`src/rtl/avr_pkg.sv`:
```
// Shared definitions for the timer interrupt controller: FSM states,
// vector table defaults, TIFR bit positions and small helpers.
package avr_pkg;

    typedef enum logic [2:0] {
        ST_IDLE,
        ST_PUSH_L,
        ST_PUSH_H,
        ST_JUMP,
        ST_POP_H,
        ST_POP_L,
        ST_POP_W,
        ST_RET
    } irq_state_e;

    localparam logic [13:0] VEC_BASE_DEFAULT = 14'h006;
    localparam logic [13:0] VEC_STEP_DEFAULT = 14'h002;

    localparam int unsigned TIFR_OCF2  = 7;
    localparam int unsigned TIFR_TOV2  = 6;
    localparam int unsigned TIFR_ICF1  = 5;
    localparam int unsigned TIFR_OCF1A = 4;
    localparam int unsigned TIFR_OCF1B = 3;
    localparam int unsigned TIFR_TOV1  = 2;
    localparam int unsigned TIFR_OCF0  = 1;
    localparam int unsigned TIFR_TOV0  = 0;

    function automatic logic [7:0] onehot8(input logic [2:0] idx);
        return 8'b0000_0001 << idx;
    endfunction

    // Bit 7 owns the first vector; lower bits follow at VEC_STEP spacing.
    function automatic logic [13:0] vector_addr(input logic [13:0] base,
                                                input logic [13:0] step,
                                                input logic [2:0]  idx);
        logic [13:0] rank;
        rank = {11'd0, 3'd7 - idx};
        return base + rank * step;
    endfunction

endpackage

```
`src/rtl/irq_priority_encoder.sv`:
```
// Picks the highest set bit of the pending mask (bit 7 wins).
module irq_priority_encoder
    import avr_pkg::*;
(
    input  logic [7:0] i_pending,
    output logic       o_valid,
    output logic [2:0] o_idx
);

    always_comb begin
        o_idx = '0;
        for (int unsigned i = TIFR_TOV0; i <= TIFR_OCF2; i++) begin
            if (i_pending[i]) begin
                o_idx = 3'(i);
            end
        end
    end

    assign o_valid = |i_pending;

endmodule

```
`src/rtl/interrupt_controller.sv`:
```
// Timer interrupt entry/return sequencer: pushes the return PC, jumps to the
// vector, and on RETI pops the PC back and restores the global enable.
module interrupt_controller
    import avr_pkg::*;
#(
    parameter logic [13:0] VEC_BASE = VEC_BASE_DEFAULT,
    parameter logic [13:0] VEC_STEP = VEC_STEP_DEFAULT
) (
    input  logic        clk,
    input  logic        rst,
    input  logic [7:0]  tifr,
    input  logic [7:0]  timsk,
    input  logic        sreg_i,
    input  logic        instr_boundary,
    input  logic        reti,
    input  logic [13:0] pc,
    input  logic [15:0] sp,
    input  logic [7:0]  mem_rdata,
    output logic [15:0] mem_addr,
    output logic [7:0]  mem_wdata,
    output logic        mem_we,
    output logic        mem_re,
    output logic        sp_we,
    output logic [15:0] sp_new,
    output logic        hold,
    output logic        pc_overwrite,
    output logic [13:0] pc_new,
    output logic [7:0]  tifr_clear,
    output logic        sreg_i_clear,
    output logic        sreg_i_set,
    output logic        busy
);

    irq_state_e  r_state;
    irq_state_e  w_next;
    logic [13:0] r_pc_l;
    logic [15:0] r_sp_l;
    logic [2:0]  r_idx;
    logic [5:0]  r_hi;
    logic [7:0]  r_lo;
    logic        r_guard;

    logic [7:0]  w_pending;
    logic        w_valid;
    logic [2:0]  w_idx;
    logic        w_take_reti;
    logic        w_take_irq;
    logic [13:0] w_vector;

    assign w_pending = tifr & timsk;
    assign w_vector  = vector_addr(VEC_BASE, VEC_STEP, r_idx);

    irq_priority_encoder u_prio (
        .i_pending (w_pending),
        .o_valid   (w_valid),
        .o_idx     (w_idx)
    );

    always_ff @(posedge clk) begin
        if (rst) begin
            r_state <= ST_IDLE;
            r_pc_l  <= '0;
            r_sp_l  <= '0;
            r_idx   <= '0;
            r_hi    <= '0;
            r_lo    <= '0;
            r_guard <= 1'b0;
        end else begin
            r_state <= w_next;
            case (r_state)
                ST_IDLE: begin
                    // Any boundary retires the post-RETI instruction; entry
                    // below still sees the old guard for this boundary.
                    if (instr_boundary) begin
                        r_guard <= 1'b0;
                    end
                    if (w_take_irq) begin
                        r_pc_l <= pc;
                        r_sp_l <= sp;
                        r_idx  <= w_idx;
                    end
                    if (w_take_reti) begin
                        r_sp_l <= sp;
                    end
                end
                ST_POP_L: r_hi    <= mem_rdata[5:0];
                ST_POP_W: r_lo    <= mem_rdata;
                ST_RET:   r_guard <= 1'b1;
                default: ;
            endcase
        end
    end

    always_comb begin
        w_next       = r_state;
        w_take_reti  = 1'b0;
        w_take_irq   = 1'b0;
        mem_addr     = '0;
        mem_wdata    = '0;
        mem_we       = 1'b0;
        mem_re       = 1'b0;
        sp_we        = 1'b0;
        sp_new       = '0;
        pc_overwrite = 1'b0;
        pc_new       = '0;
        tifr_clear   = '0;
        sreg_i_clear = 1'b0;
        sreg_i_set   = 1'b0;
        busy         = 1'b0;
        hold         = 1'b0;

        case (r_state)
            ST_IDLE: begin
                if (instr_boundary && reti) begin
                    w_take_reti = 1'b1;
                    w_next      = ST_POP_H;
                end else if (instr_boundary && sreg_i && w_valid && !r_guard) begin
                    w_take_irq = 1'b1;
                    w_next     = ST_PUSH_L;
                end
            end
            ST_PUSH_L: w_next = ST_PUSH_H;
            ST_PUSH_H: w_next = ST_JUMP;
            ST_JUMP:   w_next = ST_IDLE;
            ST_POP_H:  w_next = ST_POP_L;
            ST_POP_L:  w_next = ST_POP_W;
            ST_POP_W:  w_next = ST_RET;
            ST_RET:    w_next = ST_IDLE;
            default:   w_next = ST_IDLE;
        endcase

        // Outputs are masked while rst is high so an interrupted sequence
        // never emits a partial stack or flag-clear pulse.
        if (!rst) begin
            busy = (r_state != ST_IDLE);
            hold = busy;
            case (r_state)
                ST_PUSH_L: begin
                    mem_addr  = r_sp_l;
                    mem_wdata = r_pc_l[7:0];
                    mem_we    = 1'b1;
                end
                ST_PUSH_H: begin
                    mem_addr  = r_sp_l - 16'd1;
                    mem_wdata = {2'b00, r_pc_l[13:8]};
                    mem_we    = 1'b1;
                    sp_we     = 1'b1;
                    sp_new    = r_sp_l - 16'd2;
                end
                ST_JUMP: begin
                    pc_overwrite = 1'b1;
                    pc_new       = w_vector;
                    tifr_clear   = onehot8(r_idx);
                    sreg_i_clear = 1'b1;
                end
                ST_POP_H: begin
                    mem_addr = r_sp_l + 16'd1;
                    mem_re   = 1'b1;
                end
                ST_POP_L: begin
                    mem_addr = r_sp_l + 16'd2;
                    mem_re   = 1'b1;
                end
                ST_RET: begin
                    pc_overwrite = 1'b1;
                    pc_new       = {r_hi, r_lo};
                    sp_we        = 1'b1;
                    sp_new       = r_sp_l + 16'd2;
                    sreg_i_set   = 1'b1;
                end
                default: ;
            endcase
        end
    end

endmodule

```
`config.mk`:
```
export PLATFORM = sky130hd
export DESIGN_NAME = interrupt_controller
export DESIGN_NICKNAME = d
export VERILOG_FILES = /design/src/rtl/avr_pkg.sv /design/src/rtl/irq_priority_encoder.sv /design/src/rtl/interrupt_controller.sv
export SDC_FILE = /design/constraint.sdc
export NUM_CORES = 1
export LEC_CHECK = 0
export CAP_MARGIN = 20
export CORE_MARGIN = 2
export CORE_UTILIZATION = 49
export CTS_BUF_LIST = sky130_fd_sc_hd__clkbuf_8
export DETAILED_ROUTE_END_ITERATION = 12
export PLACE_DENSITY = 0.83
export SYNTH_ARGS = -nofsm -noshare
export SYNTH_HDL_FRONTEND = slang
export SYNTH_SLANG_ARGS = --single-unit
```
`constraint.sdc`:
```
create_clock -name clk -period 4.7 [get_ports clk]
set_clock_uncertainty 0.15 [all_clocks]
set_input_delay 1.175 -clock clk [delete_from_list [all_inputs] [get_ports clk]]
set_output_delay 1.175 -clock clk [all_outputs]
set_load 0.01 [all_outputs]
```
Fig. 1: register map, names as in the netlist
Other sequential cells in the stronger gray, the rest of the logic in the fainter gray.
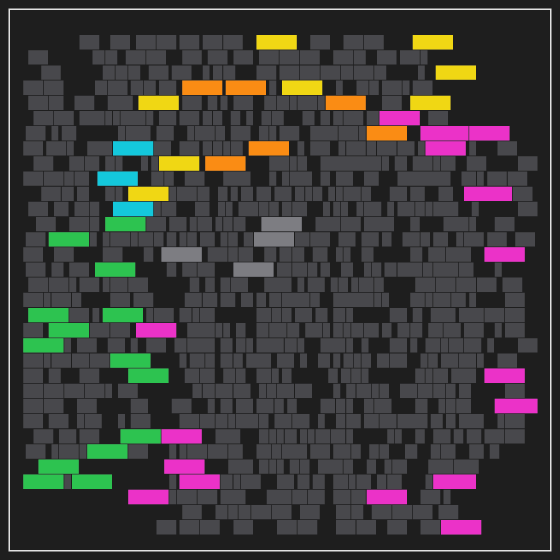
legend:
  r_idx:
    color: cyan
    placed_flops: 3
  r_hi:
    color: orange
    placed_flops: 6
    where: north
  r_lo:
    color: yellow
    placed_flops: 8
  r_pc_l:
    color: green
    placed_flops: 14
  r_sp_l:
    color: magenta
    placed_flops: 16
    where: all over the die
not colored: 4
final core utilization: 69.64%
area occupied by registers: 0.001031 sq mm
Seq area share: 17.84%

==> impl_metrics.py <==
# Generated from Yosys and OpenROAD reports
metrics = {
    "outcome": {
        "status": "finished, final reports clean",
    },
    "detailed_routing": {
        "wl_microns": 13290,
        "wl_met3_microns": 984,
        "top_layer": "met4",
        "vias": 4679,
        "met1Wirelength_microns": 5454,
        "antenna_left": 0,
        "wl_met2_microns": 6553,
        "wl_per_cell_microns": 16.96,
        "drcViolationCount": 0,
        "drt_iter0_drc": 334,
    },
    "timing": {
        "setup_ws_ns": 0.1224,
        "finalCritPeriodShare_pct": 97.40,
        "tns_ns": 0,
        "finalMaxSlewViolations": 0,
        "fmax_mhz": 218.5,
        "finalSetupViolations": 0,
        "relSlewSlack_pct": 38.26,
        "tightest_slew_ns": 0.9261,
        "final-hold-violation-count": 0,
        "holdWs_ns": 0.3065,
    },
    "critical_path": {
        "rrSetupSlack_ns": 2.30,
        "endpoint": "mem_addr[13]",
        "crit_start": "r_state[0]",
        "worst-path-buf-inv": 2,
        "reg2reg_depth": 6,
        "start_kind": "flip-flop",
        "end_kind": "output pin",
        "worstSetupPathType": "flip-flop to output pin",
        "timing.rr.start": "r_state[2]",
        "critical_path_arrival_ns": 3.25,
        "critPathTopFamily": "AND-OR/OR-AND gates",
        "crit_cells": 11,
        "cp_slowest_stage_delay_ns": 0.56,
        "slowest_stage": "clkdlybuf4s50_1",
        "path_cells": "nor2_2 > nand2_2 > ha_1 > and3_1 > a221oi_4 > a2bb2oi_2 > buf_4 > a21oi_1 > mux2i_1 > a211oi_2 > clkdlybuf4s50_1",
        "cp_max_fo": 7,
        "r2r_end": "r_sp_l[2]",
        "required_ns": 3.38,
    },
    "finish": {
        "final_common_cell": "clkdlybuf4s50_1",
        "top_regs": "r_sp_l: 16 flops, r_pc_l: 14 flops, r_lo: 8 flops",
        "nNetsFinal": 761,
        "bufAreaShareNonClock_pct": 24.55,
        "regMostFlops": "r_sp_l",
        "comb_cells": 465,
        "signal_buffers": 147,
        "final_cell_mix": "clkdlybuf4s50_1 (127), nor2_1 (83), a21oi_1 (48), dfxtp_1 (47), nand2_1 (42)",
        "comb_share_pct": 52.72,
        "logic_area_sq_mm": 0.003047,
        "clk_share_pct": 2.100,
        "drive_gt1_share_pct": 6.922,
        "area.growth.synth_to_final_pct": 36.62,
        "largestClassByArea": "logic gates",
        "fin_cells": 784,
        "largest_reg_flops": 16,
        "clock_buffers": 6,
        "flop-count": 51,
        "final_cell_area_sq_mm": 0.005779,
    },
    "synthesis": {
        "synth-edff-count": 0,
        "synthAoiAreaFrac_pct": 22.18,
        "area_leaders": "dfxtp_1 (24%), mux2i_1 (9.5%), nor2_1 (7.5%), ha_1 (6.8%), a21oi_1 (5.8%)",
        "top_area_cell": "dfxtp_1",
        "xor_share_pct": 4.969,
        "top_cell_area_share_pct": 24.13,
        "syn_area_sq_mm": 0.004230,
        "syn_area_per_cell_sq_um": 7.487,
        "synth-async-reset-ratio_pct": 0,
        "ys_seq_elements": 51,
        "synth_cell_types": 62,
        "ys_warn_count": 0,
        "topCombFamilyByArea": "simple AND/OR/NAND/NOR gates",
        "ys_sh_simple_pct": 26.94,
        "synth_nets": 648,
        "ys_seq_share_pct": 24.13,
        "synth_dominant_cell_count": "nor2_1",
        "synth_top_flop_cell": "dfxtp_1",
        "common_cells": "nor2_1 (84), dfxtp_1 (51), a21oi_1 (49)",
        "mux_area_share_pct": 9.731,
        "yosys_area_sq_mm": 0.004230,
    },
    "placement": {
        "placed_cells": 776,
        "dp_slack_ns": 0.1876,
        "finalWeightedCongestion": 0.9660,
        "io_buffers": 128,
        "dp_hpwl_microns": 9760,
        "place_area_sq_mm": 0.005609,
    },
    "power": {
        "power_mw": 1.460,
        "p_leak_nw": 2.387,
        "power_density_mw_per_mm2": 252.7,
        "p_int_mw": 0.9318,
        "ir_worst_vdd_uv": 163.5,
        "powerComb_mw": 0.630,
        "seqPwrFrac_pct": 33.6,
        "seq-power_mw": 0.490,
        "p_sw_mw": 0.5285,
        "powerClk_mw": 0.340,
        "power.clock.fraction_pct": 23.3,
        "power_leader": "combinational cells",
        "swShare_pct": 36.19,
    },
    "global_route": {
        "use_met1_pct": 33.17,
        "grtUsageMet3_pct": 5.275,
        "grt_overflow_total": 0,
        "use_met2_pct": 48.56,
        "antenna_found_initial": 0,
        "grt_max_degree": 51,
        "grt_pass1_vias": 4539,
        "grt_usage_pct": 27.27,
        "top_usage_layer": "met2",
        "grt_first_pass_wirelength_microns": 21710,
    },
    "floorplanning": {
        "die-area_sq_mm": 0.009393,
        "fp-utilization_pct": 50.97,
        "die_width_microns": 96.92,
        "die_h_microns": 96.92,
        "tapCellCount": 105,
        "io_pins": 129,
        "core_area_sq_mm": 0.008299,
        "rows": 33,
    },
    "cts": {
        "cts_resized": 5,
        "cts_tree": "built",
        "clkLatencyLatePin_ns": 0.32,
        "cts_setup_buffers": 0,
        "clk_pin_slew_ns": 0.10,
        "htreeDepth": 2,
        "numCtsBuffers": 5,
        "cts.sinks": 51,
        "cts-hold-fix-buffers": 0,
        "clk_path_buf_depth": 2,
    },
    "min_path": {
        "min_to": "r_hi[4]",
        "hold_class": "flip-flop to flip-flop",
        "hp-start": "r_hi[4]",
        "hold_depth": 2,
    },
    "flow_run": {
        "warning_count": 33,
    },
}
Fig. 2: placement by cell class
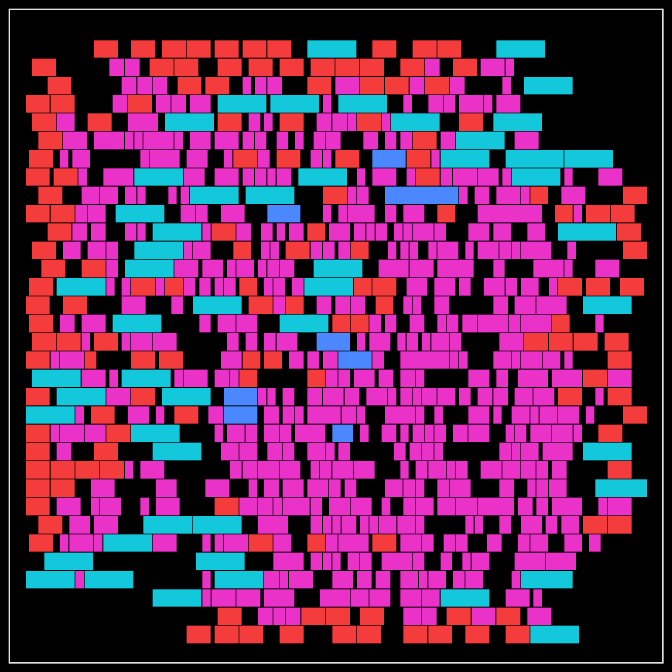
legend:
  registers:
    color: cyan
    cells: 51
    share_of_their_area: 18%
  remaining logic cells:
    color: magenta
    cells: 473
    share_of_their_area: 54%
  clock drivers and dummy loads:
    color: blue
    cells: 8
    share_of_their_area: 2.1%
  remaining buffers and delay cells:
    color: red
    cells: 147
    share_of_their_area: 25%

No activity file was given, so power comes from the tool's default toggle rates.
